Fig. 1: placement view
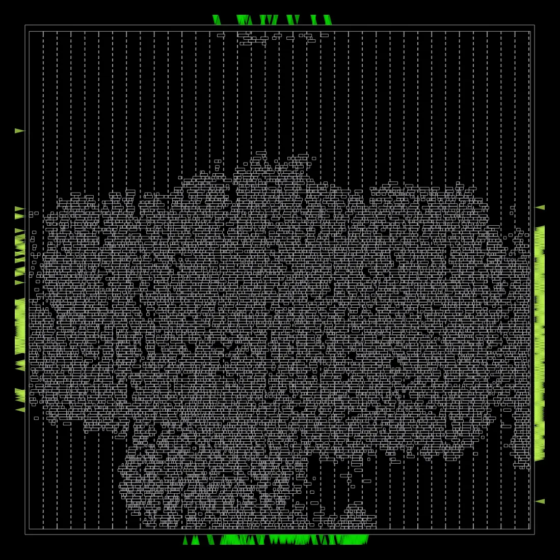
Fig. 2: clock network drawn from the DEF
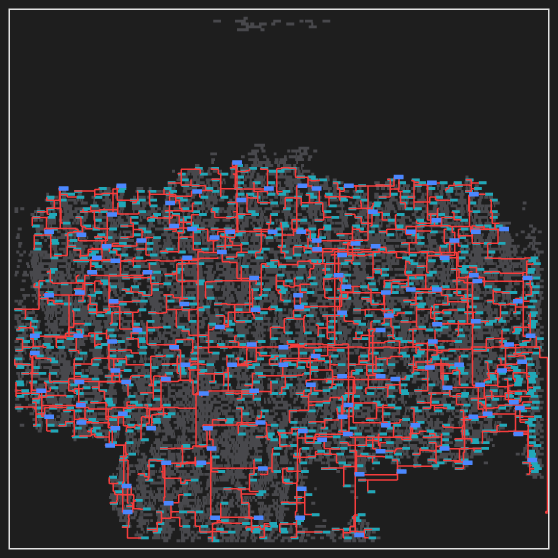
Fig. 3: routed metal per tile
The die is cut into 25 by 25 equal tiles; dark blue is low, red is high, scaled to the fullest tile. Values are wire area over tile area, all layers added.
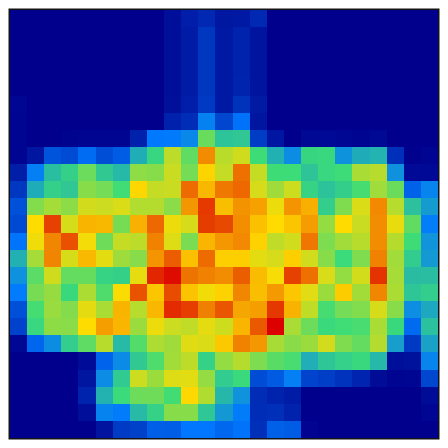
Fig. 4: where the registers sit
Bar = 200 µm.
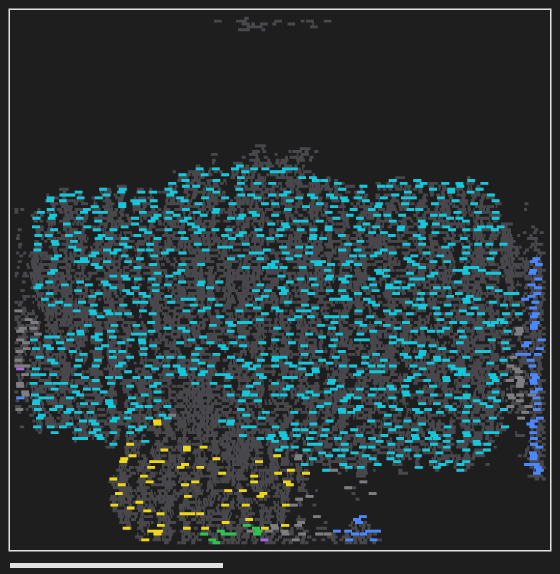
$ cat src/rtl/mips_regfile_sb_pkg.sv
// Shared constants, address-width helper and the write-trace record for the
// MIPS general-purpose register file.
package mips_rf_pkg;
    localparam int DEF_DW   = 32;
    localparam int DEF_NREG = 32;
    localparam int DEF_AW   = $clog2(DEF_NREG);

    function automatic int rf_aw(input int nreg);
        return (nreg <= 1) ? 1 : $clog2(nreg);
    endfunction

    typedef struct packed {
        logic              valid;
        logic [DEF_AW-1:0] addr;
        logic [DEF_DW-1:0] data;
        logic [31:0]       pc;
    } trace_t;
endpackage

$ cat src/rtl/mips_regfile_sb_if.sv
// Decode/writeback-facing bundle of the register file: read ports, write
// ports, issue reservation and the registered write trace.
interface mips_regfile_sb_if
    import mips_rf_pkg::*;
#(
    parameter int DW     = DEF_DW,
    parameter int NREG   = DEF_NREG,
    parameter int NUM_RD = 2,
    parameter int NUM_WR = 2
);
    localparam int AW = rf_aw(NREG);

    logic [NUM_RD*AW-1:0] rd_addr;
    logic [NUM_RD*DW-1:0] rd_data;
    logic [NUM_RD-1:0]    rd_busy;
    logic [NUM_WR-1:0]    wr_en;
    logic [NUM_WR*AW-1:0] wr_addr;
    logic [NUM_WR*DW-1:0] wr_data;
    logic [NUM_WR*32-1:0] wr_pc;
    logic [NUM_WR-1:0]    wr_sb;
    logic                 issue_en;
    logic [AW-1:0]        issue_addr;
    logic                 issue_ready;
    logic [NUM_WR-1:0]    trace_valid;
    logic [NUM_WR*AW-1:0] trace_addr;
    logic [NUM_WR*DW-1:0] trace_data;
    logic [NUM_WR*32-1:0] trace_pc;

    modport master (
        output rd_addr, wr_en, wr_addr, wr_data, wr_pc, wr_sb, issue_en, issue_addr,
        input  rd_data, rd_busy, issue_ready, trace_valid, trace_addr, trace_data, trace_pc
    );
    modport slave (
        input  rd_addr, wr_en, wr_addr, wr_data, wr_pc, wr_sb, issue_en, issue_addr,
        output rd_data, rd_busy, issue_ready, trace_valid, trace_addr, trace_data, trace_pc
    );
endinterface

$ cat src/rtl/mips_regfile_sb_pending_ctr.sv
// Per-register pending-write counter: one increment (issue) and up to two
// decrements (retires) per cycle, clamped to [0, 2^PW-1].
module rf_pending_ctr #(
    parameter int PW = 2
) (
    input  logic          clk,
    input  logic          reset,
    input  logic          inc,
    input  logic          dec0,
    input  logic          dec1,
    output logic [PW-1:0] cnt
);
    localparam logic [PW+1:0] MAX = {2'b00, {PW{1'b1}}};

    logic [PW+1:0] up;
    logic [PW+1:0] ndec;
    logic [PW+1:0] diff;

    always_comb begin
        up   = {2'b00, cnt} + (PW+2)'(inc);
        ndec = (PW+2)'(dec0) + (PW+2)'(dec1);
        diff = up - ndec;
    end

    // A retire with nothing pending is a plain unscoreboarded write: floor at 0.
    always_ff @(posedge clk) begin
        if (reset)            cnt <= '0;
        else if (up < ndec)   cnt <= '0;
        else if (diff > MAX)  cnt <= '1;
        else                  cnt <= diff[PW-1:0];
    end
endmodule

$ cat src/rtl/mips_regfile_sb.sv
// Multi-port GPR file with write-through bypass, hardwired zero register,
// pending-write scoreboard and a registered commit trace.
module mips_regfile_sb
    import mips_rf_pkg::*;
#(
    parameter int DW       = DEF_DW,
    parameter int NREG     = DEF_NREG,
    parameter int NUM_RD   = 2,
    parameter int NUM_WR   = 2,
    parameter int ZERO_REG = 1,
    parameter int PW       = 2
) (
    input logic clk,
    input logic reset,
    mips_regfile_sb_if.slave bus
);
    localparam int AW = rf_aw(NREG);

    logic [NREG-1:0][DW-1:0]   mem;
    logic [NREG-1:0][PW-1:0]   pend;
    logic [NUM_RD-1:0][AW-1:0] ra;
    logic [NUM_RD-1:0][DW-1:0] rdat;
    logic [NUM_RD-1:0]         busy;
    logic [NUM_WR-1:0][AW-1:0] wa;
    logic [NUM_WR-1:0][DW-1:0] wd;
    logic [NUM_WR-1:0]         wr_ok;
    logic                      issue_ok;

    assign ra          = bus.rd_addr;
    assign wa          = bus.wr_addr;
    assign wd          = bus.wr_data;
    assign bus.rd_data = rdat;
    assign bus.rd_busy = busy;

    always_comb begin
        for (int j = 0; j < NUM_WR; j++)
            wr_ok[j] = bus.wr_en[j] && !(ZERO_REG != 0 && wa[j] == '0);
    end

    // Later write ports override earlier ones, both in storage and in the bypass.
    always_ff @(posedge clk) begin
        if (reset) begin
            mem <= '0;
        end else begin
            for (int j = 0; j < NUM_WR; j++)
                if (wr_ok[j]) mem[wa[j]] <= wd[j];
        end
    end

    always_comb begin
        for (int i = 0; i < NUM_RD; i++) begin
            rdat[i] = mem[ra[i]];
            for (int j = 0; j < NUM_WR; j++)
                if (wr_ok[j] && wa[j] == ra[i]) rdat[i] = wd[j];
            busy[i] = (pend[ra[i]] != '0);
        end
    end

    assign issue_ok        = (pend[bus.issue_addr] != '1);
    assign bus.issue_ready = issue_ok;

    for (genvar r = 0; r < NREG; r++) begin : g_ctr
        if (ZERO_REG != 0 && r == 0) begin : g_zero
            assign pend[r] = '0;
        end else begin : g_live
            logic       inc;
            logic [1:0] dec;
            assign inc    = bus.issue_en & issue_ok & (bus.issue_addr == AW'(r));
            assign dec[0] = bus.wr_en[0] & bus.wr_sb[0] & (wa[0] == AW'(r));
            if (NUM_WR > 1) begin : g_dec1
                assign dec[1] = bus.wr_en[1] & bus.wr_sb[1] & (wa[1] == AW'(r));
            end else begin : g_nodec1
                assign dec[1] = 1'b0;
            end
            rf_pending_ctr #(.PW(PW)) u_ctr (
                .clk  (clk),
                .reset(reset),
                .inc  (inc),
                .dec0 (dec[0]),
                .dec1 (dec[1]),
                .cnt  (pend[r])
            );
        end
    end

    always_ff @(posedge clk) begin
        if (reset) begin
            bus.trace_valid <= '0;
            bus.trace_addr  <= '0;
            bus.trace_data  <= '0;
            bus.trace_pc    <= '0;
        end else begin
            bus.trace_valid <= wr_ok;
            bus.trace_addr  <= bus.wr_addr;
            bus.trace_data  <= bus.wr_data;
            bus.trace_pc    <= bus.wr_pc;
        end
    end
endmodule
$ cat src/flat_wrapper.sv
// flat-port wrapper written by rule: the top's interface ports become plain ports
module mips_regfile_sb_flat import mips_rf_pkg::*;
#(
    parameter int DW       = DEF_DW,
    parameter int NREG     = DEF_NREG,
    parameter int NUM_RD   = 2,
    parameter int NUM_WR   = 2,
    parameter int ZERO_REG = 1,
    parameter int PW       = 2
)
  (clk, reset, bus_rd_addr, bus_wr_en, bus_wr_addr, bus_wr_data, bus_wr_pc, bus_wr_sb, bus_issue_en, bus_issue_addr, bus_rd_data, bus_rd_busy, bus_issue_ready, bus_trace_valid, bus_trace_addr, bus_trace_data, bus_trace_pc);
  mips_regfile_sb_if #(.DW(DW), .NREG(NREG), .NUM_RD(NUM_RD), .NUM_WR(NUM_WR)) bus_i ();
  input logic clk;
  input logic reset;
  input wire logic [$bits(bus_i.rd_addr)-1:0] bus_rd_addr;
  input wire logic [$bits(bus_i.wr_en)-1:0] bus_wr_en;
  input wire logic [$bits(bus_i.wr_addr)-1:0] bus_wr_addr;
  input wire logic [$bits(bus_i.wr_data)-1:0] bus_wr_data;
  input wire logic [$bits(bus_i.wr_pc)-1:0] bus_wr_pc;
  input wire logic [$bits(bus_i.wr_sb)-1:0] bus_wr_sb;
  input wire logic [$bits(bus_i.issue_en)-1:0] bus_issue_en;
  input wire logic [$bits(bus_i.issue_addr)-1:0] bus_issue_addr;
  output wire logic [$bits(bus_i.rd_data)-1:0] bus_rd_data;
  output wire logic [$bits(bus_i.rd_busy)-1:0] bus_rd_busy;
  output wire logic [$bits(bus_i.issue_ready)-1:0] bus_issue_ready;
  output wire logic [$bits(bus_i.trace_valid)-1:0] bus_trace_valid;
  output wire logic [$bits(bus_i.trace_addr)-1:0] bus_trace_addr;
  output wire logic [$bits(bus_i.trace_data)-1:0] bus_trace_data;
  output wire logic [$bits(bus_i.trace_pc)-1:0] bus_trace_pc;
  assign bus_i.rd_addr = bus_rd_addr;
  assign bus_i.wr_en = bus_wr_en;
  assign bus_i.wr_addr = bus_wr_addr;
  assign bus_i.wr_data = bus_wr_data;
  assign bus_i.wr_pc = bus_wr_pc;
  assign bus_i.wr_sb = bus_wr_sb;
  assign bus_i.issue_en = bus_issue_en;
  assign bus_i.issue_addr = bus_issue_addr;
  assign bus_rd_data = bus_i.rd_data;
  assign bus_rd_busy = bus_i.rd_busy;
  assign bus_issue_ready = bus_i.issue_ready;
  assign bus_trace_valid = bus_i.trace_valid;
  assign bus_trace_addr = bus_i.trace_addr;
  assign bus_trace_data = bus_i.trace_data;
  assign bus_trace_pc = bus_i.trace_pc;
  mips_regfile_sb #(.DW(DW), .NREG(NREG), .NUM_RD(NUM_RD), .NUM_WR(NUM_WR), .ZERO_REG(ZERO_REG), .PW(PW)) u_core (.clk(clk), .reset(reset), .bus(bus_i));
endmodule
$ cat config.mk
export PLATFORM = sky130hd
export DESIGN_NAME = mips_regfile_sb_flat
export DESIGN_NICKNAME = d
export VERILOG_FILES = /design/src/rtl/mips_regfile_sb_pkg.sv /design/src/rtl/mips_regfile_sb_if.sv /design/src/rtl/mips_regfile_sb_pending_ctr.sv /design/src/rtl/mips_regfile_sb.sv /design/src/flat_wrapper.sv
export SDC_FILE = /design/constraint.sdc
export NUM_CORES = 2
export LEC_CHECK = 0
export CORE_MARGIN = 4
export CORE_UTILIZATION = 30
export DETAILED_ROUTE_END_ITERATION = 16
export SLEW_MARGIN = 15
export SYNTH_ARGS = -nofsm -noshare
export SYNTH_HDL_FRONTEND = slang
export SYNTH_SLANG_ARGS = --single-unit
$ cat constraint.sdc
create_clock -name clk -period 3.87 [get_ports clk]
set_input_delay 0.9675 -clock clk [delete_from_list [all_inputs] [get_ports clk]]
set_output_delay 0.9675 -clock clk [all_outputs]
set_load 0.02 [all_outputs]
==> results_dict.tcl <==
# place-and-route summary
set metrics [dict create \
    p_per_area_mw_per_mm2 346 \
    place_hpwl_mm 216 \
    logic_area_mm2 0.0475 \
    yosys-top-cells-area "dfxtp_1, mux4_2, mux2i_1, a211oi_1, nor2_1" \
    yosysWarningCount 0 \
    clk_pin_slew_ps 60 \
    fin_crit_sh_pct 109 \
    die_h_um 507 \
    max-cap-violations 0 \
    drc 0 \
    ys_sh_adder_pct 4.26 \
    die_w_um 507 \
    gp_congestion 0.941 \
    start_kind "input port" \
    buffer_area_share_pct 15.7 \
    comb_power_share_pct 17.7 \
    synth_flops 1226 \
    nNonClkBuffers 1322 \
    first_iter_violations 10121 \
    crit_chain "buf_6, or3_4, buf_6, nor3_4, nor3_4, or3_4, buf_12, buf_12, buf_6, buf_6, o2111ai_4, buf_6" \
    die-area_mm2 0.257 \
    clk_path_buf_depth 3 \
    num-multi-input-gates 5290 \
    fin_cells 11624 \
    hold_path_end "u_core.bus.trace_addr[4]" \
    cts_tree "done" \
    ys_sh_simple_pct 11.6 \
    worstMarginPinSlew_ps 1110 \
    first_pass_iters 8 \
    setup_viol 64 \
    xor_area_share_pct 0.235 \
    design_area_mm2 0.0971 \
    status "finished with violations" \
    setup-tns-final_ps -17010 \
    cp_slowest_cell "or3_4" \
    row_count 182 \
    tap-cell-count 3312 \
    lay_top_count "dfxtp_1" \
    yosysTopAreaCellShare_pct 32.9 \
    placed_area_mm2 0.0858 \
    slew_violations 0 \
    violations "setup timing" \
    p_total_mw 33.6 \
    internal-power_mw 23.9 \
    fin_ws_ps -361 \
    rrSetupSlack_ps 190 \
]
## Picture notes: Fig. 1
num sequential: 1,226
Seq area share: 25.3%
Layout Utilization: 39.3%
Layout fillers: 23,643

## Picture notes: Fig. 2
- red: clock wires (length 18,500 µm)
- cyan: flip-flops (count 1,226)
- blue: clock-net drivers (count 136)
- routed clock nets: 137
Final Skew: 37.6 ps
Clk. pwr: 14.3 mW
Latency at later pin: 810 ps
clock group share of total power: 42.5%

## Picture notes: Fig. 3
- mean over tiles: 0.23
- fullest tile: 0.67
- emptiest ninth of the die: north-west
- nearly empty tiles: 32%
vias after detailed routing: 70,829
routed length per instance: 29.0 µm
routed wire length: 337 mm
global-route usage over all layers: 25.1%

## Picture notes: Fig. 4
- yellow: u_core.g_ctr.g_live.u_ctr.cnt (placed flops 62)
- green: u_core.bus.trace_addr (placed flops 10; where south)
- blue: u_core.bus.trace_pc (placed flops 64)
- cyan: u_core.mem (placed flops 1,024)
- purple: u_core.bus.trace_valid (placed flops 2)
FF/Latch Area: 0.0245 mm²
sequential cell power: 13.4 mW

-- layer usage --
metal	GRT usage, %	share of wire (%)	routed length (µm)	vias up
li1	-	-	-	29587
met1	31.4	37	126000	34843
met2	37.3	43	144000	5146
met3	6.64	12	39200	1249
met4	18.0	8.3	28100	4
met5	0.0741	0.0074	25	-
-- power groups by stage --
stage	Sequential, mW	Combinational [mW]	Clock (mW)
after detailed placement	13.6	5.13	0
after floorplan	13.6	2.78	0
after global placement	13.6	4.99	0
final	13.4	5.95	14.3
after global routing	13.4	6.22	14.9
after CTS	13.4	5.74	14.3
-- registers in the layout (all words and copies together) (netlist names) --
signal                         cells
u_core.mem                      1024
u_core.bus.trace_data             64
u_core.bus.trace_pc               64
u_core.g_ctr.g_live.u_ctr.cnt     62
u_core.bus.trace_addr             10
u_core.bus.trace_valid             2
No activity file was given, so power comes from the tool's default toggle rates.
